==> src/rtl/serial_adder_ctrl.sv <==
// serial_adder_ctrl: bit-serial adder controller.
// One shared full_adder processes the two WIDTH-bit operands LSB first, one
// bit per clock, with the carry held in a register between bits. A
// start/busy/done handshake frames each operation.
// Optional feature macro: SERIAL_ADDER_SUB_EN (subtract when sub=1 at accept).
module serial_adder_ctrl #(
  parameter int WIDTH = 16,
  parameter int CNT_W = $clog2(WIDTH + 1)
) (
  input  logic             clk,
  input  logic             rst_n,
  input  logic             start,
  input  logic [WIDTH-1:0] a,
  input  logic [WIDTH-1:0] b,
  input  logic             cin,
  input  logic             sub,
  output logic             busy,
  output logic             done,
  output logic [WIDTH-1:0] sum,
  output logic             cout
);

  typedef enum logic [0:0] {
    ST_IDLE = 1'b0,
    ST_RUN  = 1'b1
  } state_t;

  // Counter value while the final (MSB) bit is being processed.
  localparam logic [CNT_W-1:0] LAST_BIT = CNT_W'(WIDTH - 1);

  state_t           state_q, state_d;
  logic [WIDTH-1:0] a_q, a_d;
  logic [WIDTH-1:0] b_q, b_d;
  logic [WIDTH-1:0] sum_q, sum_d;
  logic             carry_q, carry_d;
  logic [CNT_W-1:0] cnt_q, cnt_d;
  logic             busy_q, busy_d;
  logic             done_q, done_d;
  logic             cout_q, cout_d;

  logic             fa_sum_s;
  logic             fa_cout_s;
  logic [WIDTH-1:0] b_load_s;
  logic             carry_load_s;

  // The single shared full adder always works on the current LSBs and carry.
  full_adder u_full_adder (
    .a_i    (a_q[0]),
    .b_i    (b_q[0]),
    .cin_i  (carry_q),
    .sum_o  (fa_sum_s),
    .cout_o (fa_cout_s)
  );

`ifdef SERIAL_ADDER_SUB_EN
  // Subtraction is a + ~b + 1: invert B and force the initial carry.
  always_comb begin
    b_load_s     = b;
    carry_load_s = cin;
    if (sub) begin
      b_load_s     = ~b;
      carry_load_s = 1'b1;
    end else begin
      b_load_s     = b;
      carry_load_s = cin;
    end
  end
`else
  // Add-only build: sub is accepted on the port but has no effect.
  logic sub_unused;
  assign sub_unused = sub;

  // Operands load unmodified; carry-in comes straight from cin.
  always_comb begin
    b_load_s     = b;
    carry_load_s = cin;
  end
`endif

  // Next-state logic: accept in IDLE, one bit per edge in RUN.
  always_comb begin
    state_d = state_q;
    a_d     = a_q;
    b_d     = b_q;
    sum_d   = sum_q;
    carry_d = carry_q;
    cnt_d   = cnt_q;
    busy_d  = busy_q;
    done_d  = 1'b0;
    cout_d  = cout_q;
    case (state_q)
      ST_IDLE: begin
        if (start) begin
          a_d     = a;
          b_d     = b_load_s;
          carry_d = carry_load_s;
          cnt_d   = '0;
          busy_d  = 1'b1;
          state_d = ST_RUN;
        end else begin
          busy_d  = 1'b0;
        end
      end
      ST_RUN: begin
        // Result fills from the MSB end so bit 0 lands in place after WIDTH shifts.
        sum_d            = sum_q >> 1'b1;
        sum_d[WIDTH-1]   = fa_sum_s;
        a_d              = a_q >> 1'b1;
        b_d              = b_q >> 1'b1;
        carry_d          = fa_cout_s;
        cnt_d            = cnt_q + CNT_W'(1'b1);
        if (cnt_q == LAST_BIT) begin
          state_d = ST_IDLE;
          busy_d  = 1'b0;
          done_d  = 1'b1;
          cout_d  = fa_cout_s;
        end else begin
          busy_d  = 1'b1;
        end
      end
      default: begin
        state_d = ST_IDLE;
        busy_d  = 1'b0;
      end
    endcase
  end

  // State register with synchronous active-low reset that discards any partial op.
  always_ff @(posedge clk) begin
    if (!rst_n) begin
      state_q <= ST_IDLE;
      a_q     <= '0;
      b_q     <= '0;
      sum_q   <= '0;
      carry_q <= 1'b0;
      cnt_q   <= '0;
      busy_q  <= 1'b0;
      done_q  <= 1'b0;
      cout_q  <= 1'b0;
    end else begin
      state_q <= state_d;
      a_q     <= a_d;
      b_q     <= b_d;
      sum_q   <= sum_d;
      carry_q <= carry_d;
      cnt_q   <= cnt_d;
      busy_q  <= busy_d;
      done_q  <= done_d;
      cout_q  <= cout_d;
    end
  end

  assign busy = busy_q;
  assign done = done_q;
  assign sum  = sum_q;
  assign cout = cout_q;

endmodule

// One-bit full adder shared across all bit positions.
module full_adder (
  input  logic a_i,
  input  logic b_i,
  input  logic cin_i,
  output logic sum_o,
  output logic cout_o
);

  // Pure combinational sum and carry.
  always_comb begin
    sum_o  = a_i ^ b_i ^ cin_i;
    cout_o = (a_i & b_i) | (a_i & cin_i) | (b_i & cin_i);
  end

endmodule

==> config.mk <==
export PLATFORM = sky130hd
export DESIGN_NAME = serial_adder_ctrl
export DESIGN_NICKNAME = d
export VERILOG_FILES = /design/src/rtl/serial_adder_ctrl.sv
export SDC_FILE = /design/constraint.sdc
export NUM_CORES = 1
export LEC_CHECK = 0
export CORE_MARGIN = 2
export CORE_UTILIZATION = 40
export DETAILED_ROUTE_END_ITERATION = 10
export HOLD_SLACK_MARGIN = 0.06
export PLACE_DENSITY = 0.65
export SLEW_MARGIN = 5
export SYNTH_ARGS = -nofsm -noshare
export SYNTH_HDL_FRONTEND = slang
export SYNTH_SLANG_ARGS = --single-unit
export TNS_END_PERCENT = 50
==> constraint.sdc <==
create_clock -name clk -period 1.7 [get_ports clk]
set_input_delay 0.34 -clock clk [delete_from_list [all_inputs] [get_ports clk]]
set_output_delay 0.34 -clock clk [all_outputs]
set_load 0.05 [all_outputs]
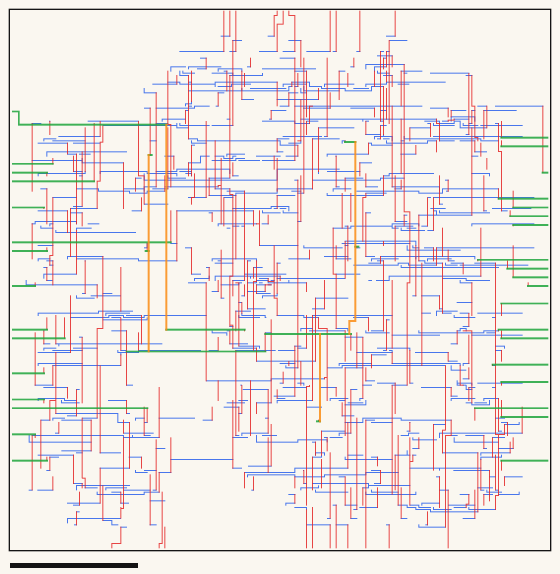
Figure 1: run 1, signal wires by layer.
The bar under the picture is 20 um long.
color	layer	wire length
red	metal 2	2,020 um
green	metal 3	319 um
blue	metal 1	2,260 um
orange	metal 4	107 um
overall global routing resource usage: 0.136
final WL: 4.70 mm

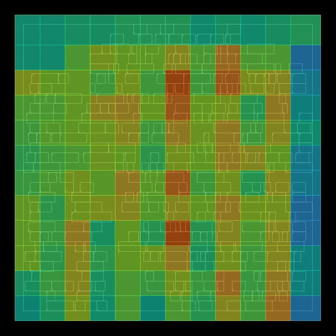
Figure 2: run 1, congestion heat map.
Util after Layout: 0.535
per-cell routed wire length: 11.7 um

==> flow_metrics.env, run 1 <==
# flow metrics
export IMPL_clock_tree_root="sky130_fd_sc_hd__clkbuf_8"
export IMPL_global_route_overflow_total=0
export IMPL_cts_buffers=9
export IMPL_inverters_excl_clock=2
export IMPL_cp_start_kind="flip-flop"
export IMPL_timing_clock_skew_ps=6.00
export IMPL_warnings=28
export IMPL_worstReg2RegStart="cnt_q[0]$_SDFFE_PN0P_"
export IMPL_hold_class="reg -> reg"
export IMPL_num_multi_input_gates=192
export IMPL_routed_via_density=4.74
export IMPL_distinct_cell_type_count_of_the_synthesized_netlist=25
export IMPL_maxcap_viol_count=0
export IMPL_power_group_top="clock"
export IMPL_design_portCount=56
export IMPL_drc_errors=0
export IMPL_final_min_period_over_clock_period=0.784
export IMPL_final_layout_top_logic_cell="sky130_fd_sc_hd__dfxtp_1"
export IMPL_ys_async_sr_fraction=0
export IMPL_ys_seq_share=0.444
export IMPL_m1_gr_usage=0.177
export IMPL_timing_max_slew_rel_slack=0.824
export IMPL_internal_power_w=0.00261
export IMPL_pre_cts_slack_ps=317
export IMPL_nNonClkBuffers=58
export IMPL_power_combinational_w=0.000354
export IMPL_synth_compound_gate_area_share=0.0798
export IMPL_synthTopCellsByCount="sky130_fd_sc_hd__dfxtp_1, sky130_fd_sc_hd__mux2i_1, sky130_fd_sc_hd__nand2_1, sky130_fd_sc_hd__and2_1, sky130_fd_sc_hd__o21ai_0"
export IMPL_netlist_area_um2=2570
export IMPL_cpMaxStageDelayCell="sky130_fd_sc_hd__dfxtp_1"
export IMPL_ctsHoldBuffers=0
export IMPL_synth_edff_count=0
export IMPL_tap_cells=77
export IMPL_net_switching_power_w=0.000708
export IMPL_final_cell_count_no_fill=402
export IMPL_end_kind="flip-flop"
export IMPL_whs_path_depth=2
export IMPL_number_of_cell_rows=29
export IMPL_power_share_switching=0.214
export IMPL_worst_reg_to_reg_cells=5
export IMPL_outcome="finished, final reports clean"
export IMPL_pwr_group_sequential_w=0.00143
export IMPL_post_cts_setup_buffers=0
export IMPL_wl_met2_mm=2.02
export IMPL_clockNetworkAreaShare=0.0727
export IMPL_met1_length_mm=2.26
export IMPL_critical_path_reg2reg_endpoint="cnt_q[4]$_SDFFE_PN0P_"
export IMPL_max_freq_mhz=750
export IMPL_die_width_um=84.2
export IMPL_seq_cell_share=0.341
export IMPL_grt_met2_usage=0.201
export IMPL_postRouteAntennaNets=0
export IMPL_netlist_top_cells_area="sky130_fd_sc_hd__dfxtp_1, sky130_fd_sc_hd__mux2i_1, sky130_fd_sc_hd__and2_1, sky130_fd_sc_hd__o21ai_0, sky130_fd_sc_hd__nor2b_1"
export IMPL_commonest_register_cell_after_synthesis="sky130_fd_sc_hd__dfxtp_1"
export IMPL_wl_met3_um=318
export IMPL_tns_ps=0
export IMPL_final_critical_path_setup_slack_ps=367
export IMPL_timing_critical_path_fanout_max=4
export IMPL_cp_data_arrival_time_ps=1550
export IMPL_htree_num_levels=3
export IMPL_area_growth_syn_to_layout_pct=30.6
export IMPL_nNetsFinal=361
export IMPL_grtUsageMet3=0.0403
export IMPL_critPathMaxStageDelay_ps=330
export IMPL_clock_latency_late_pin_ps=320
export IMPL_height_of_the_die_um=84.2
export IMPL_grt_max_degree=57
export IMPL_placed_cell_area_um2=3110
export IMPL_synth_logic_top_family="simple AND/OR/NAND/NOR gates"
export IMPL_finalWeightedCongestion=0.676
export IMPL_finalInstanceArea_um2=3360
export IMPL_mi_comb_area_um2=1290
export IMPL_die_area_um2=7080
export IMPL_postSynthAreaPerCell_um2=9.45
export IMPL_cts_sinks=57
export IMPL_synth_area_yosys_um2=2570
export IMPL_grt_pass1_vias=1720
export IMPL_power_per_cell_area_nw_per_um2=988
export IMPL_power_leakage_nw=1.39
export IMPL_netlist_instances=272
export IMPL_first_pass_iters=4
export IMPL_post_route_cells_drive_above_1_share=0.123
export IMPL_worst_setup_path_startpoint="cnt_q[0]$_SDFFE_PN0P_"
export IMPL_dp_final_hpwl_mm=2.85
export IMPL_non_clock_buffer_area_share=0.169
export IMPL_worst_ep_required_time_ps=1920
export IMPL_combAreaFraction=0.386
export IMPL_seq_area_um2=1140
export IMPL_grt_busiest_layer="met2"
export IMPL_vdd_drop_max_v=0.000641
export IMPL_placed_cells_incl_taps=386
export IMPL_synth_yosys_num_cells=272
export IMPL_syn_nets=313
export IMPL_regToRegSetupSlack_ps=370
export IMPL_fillerInstances=599
export IMPL_ys_warnings=0
export IMPL_yosys_area_share_simple=0.204
export IMPL_grt_antenna_before_repair=0
export IMPL_largest_cell_class="combinational gates"
export IMPL_hold_slack_ps=477
export IMPL_post_cts_resize_count=0
export IMPL_lay_top_cells="sky130_fd_sc_hd__dfxtp_1, sky130_fd_sc_hd__mux2i_1, sky130_fd_sc_hd__nand2_1, sky130_fd_sc_hd__clkdlybuf4s50_1, sky130_fd_sc_hd__and2_1"
export IMPL_slew_viol_final=0
export IMPL_crit_path_cell_trace="ha_1, and3_1, ha_1, nor2b_1, o21a_1"
export IMPL_post_synth_xor_area_fraction=0.00341
export IMPL_hold_viol_final=0
export IMPL_num_antenna_cells=0
export IMPL_cts_tree="built"
export IMPL_clockBufferDepth=2
export IMPL_p_seq_frac=0.432
export IMPL_timing_critical_path_to="cnt_q[4]$_SDFFE_PN0P_"
export IMPL_top_cell="sky130_fd_sc_hd__dfxtp_1"
export IMPL_critPathMostFrequentCell="sky130_fd_sc_hd__ha_1"
export IMPL_buffer_ports_inserted=54
export IMPL_report_power_total_w=0.00332
export IMPL_clockPowerShare=0.462
export IMPL_critical_path_top_delay_family="adder cells"
export IMPL_first_pass_grt_wire_length_mm=7.77
export IMPL_mux_share=0.195
export IMPL_synthesized_flop_and_latch_total=57
export IMPL_critical_path_buf_inv_count=0
export IMPL_layout_sequential_cells=57
export IMPL_setup_violations_final=0
export IMPL_adder_share=0.0224
export IMPL_worstMarginPinSlew_ps=263
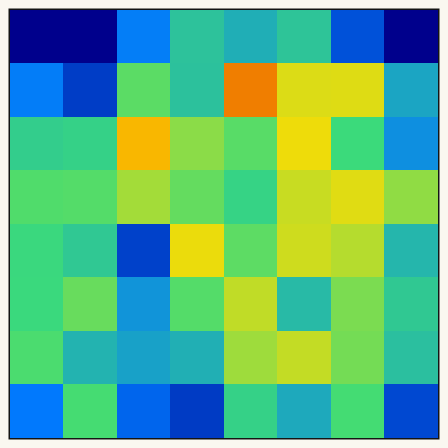
Figure 3: run 1, local utilization.
8 x 8 tiles, from dark blue (low) to red (high), 0 to 100% covered.
fullest tile	86%
nearly empty tiles	4.7%
emptiest ninth of the die	upper left
tiles over 75% full	3.1%
mean over tiles	46%
Initial Utilization: 0.409
area of the core: 6280 um2

--- run 2 (diff from run 1) ---
clock period = 1.3 ns   (was 1.7 ns; I/O delays follow)
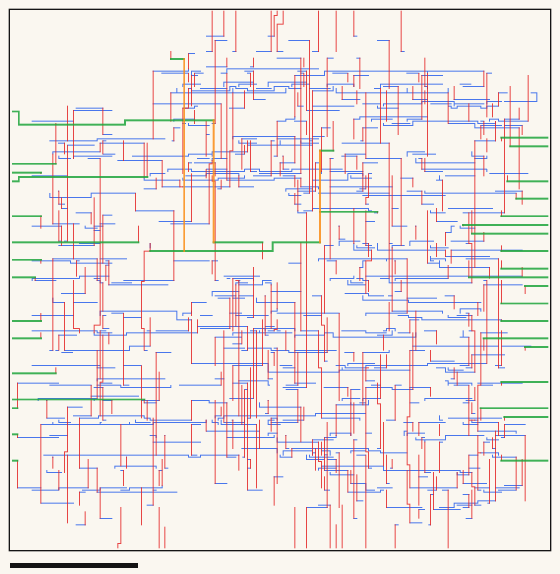
Figure 4: run 2, signal wires by layer.
The bar under the picture is 20 um long.
color	layer	wire length
blue	metal 1	2,330 um
red	metal 2	2,090 um
orange	metal 4	63.2 um
green	metal 3	330 um
overall global routing resource usage: 0.146
per-cell routed wire length: 11.8 um

==> flow_metrics.env, run 2 <==
# flow metrics
export IMPL_outcome="finished, final reports clean"
export IMPL_worstMarginPinSlew_ps=214
export IMPL_seq_cell_share=0.318
export IMPL_yosys_area_share_simple=0.204
export IMPL_timing_max_slew_rel_slack=0.857
export IMPL_synthTopCellsByCount="sky130_fd_sc_hd__dfxtp_1, sky130_fd_sc_hd__mux2i_1, sky130_fd_sc_hd__nand2_1, sky130_fd_sc_hd__and2_1, sky130_fd_sc_hd__o21ai_0"
export IMPL_end_kind="flip-flop"
export IMPL_global_route_overflow_total=0
export IMPL_critPathMostFrequentCell="sky130_fd_sc_hd__ha_4"
export IMPL_distinct_cell_type_count_of_the_synthesized_netlist=25
export IMPL_maxcap_viol_count=0
export IMPL_synthesized_flop_and_latch_total=57
export IMPL_wl_met2_mm=2.09
export IMPL_power_combinational_w=0.000490
export IMPL_final_min_period_over_clock_period=0.971
export IMPL_max_freq_mhz=792
export IMPL_num_multi_input_gates=192
export IMPL_nNetsFinal=366
export IMPL_cpMaxStageDelayCell="sky130_fd_sc_hd__dfxtp_4"
export IMPL_tap_cells=77
export IMPL_post_route_cells_drive_above_1_share=0.146
export IMPL_die_width_um=84.2
export IMPL_htree_num_levels=3
export IMPL_area_growth_syn_to_layout_pct=40.7
export IMPL_commonest_register_cell_after_synthesis="sky130_fd_sc_hd__dfxtp_1"
export IMPL_warnings=28
export IMPL_clockNetworkAreaShare=0.0540
export IMPL_cts_buffers=9
export IMPL_adder_share=0.0224
export IMPL_non_clock_buffer_area_share=0.233
export IMPL_combAreaFraction=0.366
export IMPL_slew_viol_final=0
export IMPL_whs_path_depth=2
export IMPL_grt_max_degree=57
export IMPL_final_critical_path_setup_slack_ps=37.8
export IMPL_setup_violations_final=0
export IMPL_num_antenna_cells=0
export IMPL_placed_cell_area_um2=3390
export IMPL_regToRegSetupSlack_ps=40
export IMPL_clockBufferDepth=2
export IMPL_routed_via_density=4.73
export IMPL_power_group_top="registers"
export IMPL_m1_gr_usage=0.192
export IMPL_drc_errors=0
export IMPL_syn_nets=313
export IMPL_critical_path_reg2reg_endpoint="cnt_q[4]$_SDFFE_PN0P_"
export IMPL_worstReg2RegStart="cnt_q[1]$_SDFFE_PN0P_"
export IMPL_lay_top_cells="sky130_fd_sc_hd__dfxtp_1, sky130_fd_sc_hd__mux2i_1, sky130_fd_sc_hd__nand2_1, sky130_fd_sc_hd__clkdlybuf4s50_1, sky130_fd_sc_hd__and2_1"
export IMPL_yosysTopAreaCell="sky130_fd_sc_hd__dfxtp_1"
export IMPL_first_pass_grt_wire_length_mm=8.36
export IMPL_final_layout_top_logic_cell="sky130_fd_sc_hd__dfxtp_1"
export IMPL_core_area_um2=6280
export IMPL_dp_final_hpwl_mm=3.01
export IMPL_timing_critical_path_fanout_max=3
export IMPL_grt_antenna_before_repair=0
export IMPL_clockPowerShare=0.408
export IMPL_ys_seq_share=0.444
export IMPL_net_switching_power_w=0.000909
export IMPL_cts_sinks=57
export IMPL_wl_met3_um=330
export IMPL_fillerInstances=558
export IMPL_power_per_cell_area_nw_per_um2=1100
export IMPL_netlist_instances=272
export IMPL_hold_viol_final=0
export IMPL_placed_cells_incl_taps=391
export IMPL_power_leakage_nw=1.45
export IMPL_synth_yosys_num_cells=272
export IMPL_vdd_drop_max_v=0.000562
export IMPL_crit_path_cell_trace="ha_4, and3_4, ha_4, nor2b_1, o21a_1"
export IMPL_worst_setup_path_startpoint="cnt_q[1]$_SDFFE_PN0P_"
export IMPL_synth_area_yosys_um2=2570
export IMPL_netlist_area_um2=2570
export IMPL_cp_start_kind="flip-flop"
export IMPL_finish_utilization=0.576
export IMPL_ys_warnings=0
export IMPL_p_seq_frac=0.469
export IMPL_clock_tree_root="sky130_fd_sc_hd__clkbuf_8"
export IMPL_ctsHoldBuffers=0
export IMPL_buffer_ports_inserted=54
export IMPL_post_synth_xor_area_fraction=0.00341
export IMPL_pre_cts_slack_ps=-17.0
export IMPL_worst_reg_to_reg_cells=5
export IMPL_number_of_cell_rows=29
export IMPL_power_share_switching=0.228
export IMPL_fp_utilization=0.409
export IMPL_synth_compound_gate_area_share=0.0798
export IMPL_hold_class="reg -> reg"
export IMPL_netlist_top_cells_area="sky130_fd_sc_hd__dfxtp_1, sky130_fd_sc_hd__mux2i_1, sky130_fd_sc_hd__and2_1, sky130_fd_sc_hd__o21ai_0, sky130_fd_sc_hd__nor2b_1"
export IMPL_post_cts_resize_count=0
export IMPL_ys_async_sr_fraction=0
export IMPL_grt_pass1_vias=1842
export IMPL_synth_edff_count=0
export IMPL_synth_logic_top_family="simple AND/OR/NAND/NOR gates"
export IMPL_pwr_group_sequential_w=0.00187
export IMPL_worst_ep_required_time_ps=1520
export IMPL_final_cell_count_no_fill=406
export IMPL_inverters_excl_clock=2
export IMPL_first_pass_iters=3
export IMPL_post_cts_setup_buffers=0
export IMPL_timing_critical_path_to="cnt_q[4]$_SDFFE_PN0P_"
export IMPL_largest_cell_class="combinational gates"
export IMPL_grt_met2_usage=0.214
export IMPL_finalInstanceArea_um2=3620
--- run 3 (diff from run 2) ---
CORE_UTILIZATION = 54   (was 40)
GPL_ROUTABILITY_DRIVEN = 0   (was not set)
PLACE_DENSITY = 0.84   (was 0.65)
clock period = 1.6 ns   (was 1.3 ns; I/O delays follow)
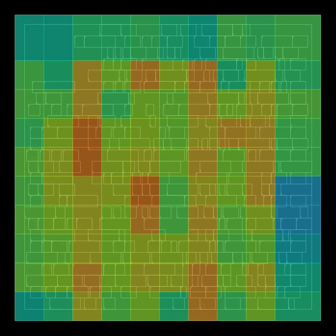
Figure 5: run 3, congestion heat map.
met3 Resource Use GR: 0.0649
Util after Layout: 0.695
per-cell routed wire length: 11.8 um
GRT met2 Usage: 0.268

==> flow_metrics.env, run 3 <==
# flow metrics
export IMPL_vdd_drop_max_v=0.000561
export IMPL_nNetsFinal=363
export IMPL_clockNetworkAreaShare=0.0444
export IMPL_end_kind="output port"
export IMPL_power_group_top="registers"
export IMPL_first_pass_grt_wire_length_mm=7.29
export IMPL_global_route_overflow_total=0
export IMPL_synthesized_flop_and_latch_total=57
export IMPL_clockBufferDepth=2
export IMPL_max_freq_mhz=690
export IMPL_power_share_switching=0.238
export IMPL_wl_met2_mm=2.02
export IMPL_p_seq_frac=0.514
export IMPL_pre_cts_slack_ps=206
export IMPL_worst_ep_required_time_ps=1280
export IMPL_worstMarginPinSlew_ps=239
export IMPL_grt_antenna_before_repair=0
export IMPL_net_switching_power_w=0.000701
export IMPL_ys_async_sr_fraction=0
export IMPL_mi_comb_area_um2=1290
export IMPL_synth_logic_top_family="simple AND/OR/NAND/NOR gates"
export IMPL_num_antenna_cells=0
export IMPL_htree_num_levels=3
export IMPL_regToRegSetupSlack_ps=250
export IMPL_hold_viol_final=0
export IMPL_clockPowerShare=0.355
export IMPL_synthTopCellsByCount="sky130_fd_sc_hd__dfxtp_1, sky130_fd_sc_hd__mux2i_1, sky130_fd_sc_hd__nand2_1, sky130_fd_sc_hd__and2_1, sky130_fd_sc_hd__o21ai_0"
export IMPL_netlist_instances=272
export IMPL_fp_utilization=0.551
export IMPL_post_layout_min_period_ps=1450
export IMPL_buffer_ports_inserted=54
export IMPL_final_critical_path_setup_slack_ps=152
export IMPL_post_cts_setup_buffers=0
export IMPL_hold_path_end="cout$_SDFFE_PN0P_"
export IMPL_yosysTopAreaCell="sky130_fd_sc_hd__dfxtp_1"
export IMPL_pwr_group_sequential_w=0.00151
export IMPL_ys_warnings=0
export IMPL_hold_class="reg -> reg"
export IMPL_drc_errors=0
export IMPL_synth_yosys_num_cells=272
export IMPL_post_cts_resize_count=0
export IMPL_largest_cell_class="combinational gates"
export IMPL_crit_path_cell_trace="buf_12, buf_12"
export IMPL_cts_sinks=57
export IMPL_ctsHoldBuffers=0
export IMPL_setup_violations_final=0
export IMPL_syn_nets=313
export IMPL_timing_critical_path_fanout_max=56
export IMPL_maxcap_viol_count=0
export IMPL_combPwrFrac=0.131
export IMPL_dp_final_hpwl_mm=2.91
export IMPL_grt_pass1_vias=1680
export IMPL_cpMaxStageDelayCell="sky130_fd_sc_hd__dfxtp_2"
export IMPL_synth_edff_count=0
export IMPL_warnings=28
export IMPL_power_leakage_nw=1.35
export IMPL_final_layout_top_logic_cell="sky130_fd_sc_hd__dfxtp_1"
export IMPL_path_depth=2
export IMPL_synth_area_yosys_um2=2570
export IMPL_final_min_period_over_clock_period=0.905
export IMPL_top_cell="sky130_fd_sc_hd__dfxtp_1"
export IMPL_num_multi_input_gates=192
export IMPL_cts_tree="built"
export IMPL_worstReg2RegStart="cnt_q[0]$_SDFFE_PN0P_"
export IMPL_distinct_cell_type_count_of_the_synthesized_netlist=25
export IMPL_critPathMostFrequentCell="sky130_fd_sc_hd__buf_12"
export IMPL_wl_met3_um=222
export IMPL_commonest_register_cell_after_synthesis="sky130_fd_sc_hd__dfxtp_1"
export IMPL_clock_tree_root="sky130_fd_sc_hd__clkbuf_8"
export IMPL_timing_critical_path_to="busy"
export IMPL_cp_start_kind="flip-flop"
export IMPL_grt_max_degree=57
export IMPL_slew_viol_final=0
export IMPL_globalRouteTotalUtil=0.179
export IMPL_cts_buffers=9
export IMPL_critical_path_reg2reg_endpoint="cnt_q[4]$_SDFFE_PN0P_"
export IMPL_clock_latency_late_pin_ps=330
export IMPL_combAreaFraction=0.400
export IMPL_netlist_area_um2=2570
export IMPL_power_combinational_w=0.000385
export IMPL_fillerInstances=403
export IMPL_seq_area_um2=1140
export IMPL_core_area_um2=4660
export IMPL_outcome="finished, final reports clean"
export IMPL_top_layer_used="met4"
export IMPL_synth_top_cell_area_share=0.444
export IMPL_critical_path_top_delay_family="buffers and inverters"
export IMPL_netlist_top_cells_area="sky130_fd_sc_hd__dfxtp_1, sky130_fd_sc_hd__mux2i_1, sky130_fd_sc_hd__and2_1, sky130_fd_sc_hd__o21ai_0, sky130_fd_sc_hd__nor2b_1"
export IMPL_area_growth_syn_to_layout_pct=26.0
export IMPL_post_synth_xor_area_fraction=0.00341
export IMPL_synth_compound_gate_area_share=0.0798
export IMPL_worst_reg_to_reg_cells=5
export IMPL_finalInstanceArea_um2=3240
export IMPL_ys_seq_share=0.444
export IMPL_adder_share=0.0224
export IMPL_number_of_cell_rows=25
export IMPL_lay_top_cells="sky130_fd_sc_hd__dfxtp_1, sky130_fd_sc_hd__mux2i_1, sky130_fd_sc_hd__nand2_1, sky130_fd_sc_hd__clkdlybuf4s50_1, sky130_fd_sc_hd__and2_1"
export IMPL_m1_gr_usage=0.227
export IMPL_whs_path_depth=2
export IMPL_n_clock_buffer=13
export IMPL_yosys_area_share_simple=0.204
export IMPL_worst_setup_path_startpoint="busy$_SDFF_PN0_"
export IMPL_post_route_cells_drive_above_1_share=0.114
export IMPL_final_cell_count_no_fill=379
export IMPL_drt_wl_total_mm=4.49
export IMPL_power_per_cell_area_nw_per_um2=909
export IMPL_non_clock_buffer_area_share=0.180
export IMPL_inverters_excl_clock=2
export IMPL_placed_cells_incl_taps=365
export IMPL_tap_cells=54
export IMPL_die_width_um=73.0
export IMPL_routed_via_density=5.05
export IMPL_first_pass_iters=4
export IMPL_placed_cell_area_um2=3100
export IMPL_timing_max_slew_rel_slack=0.841
export IMPL_seq_cell_share=0.353
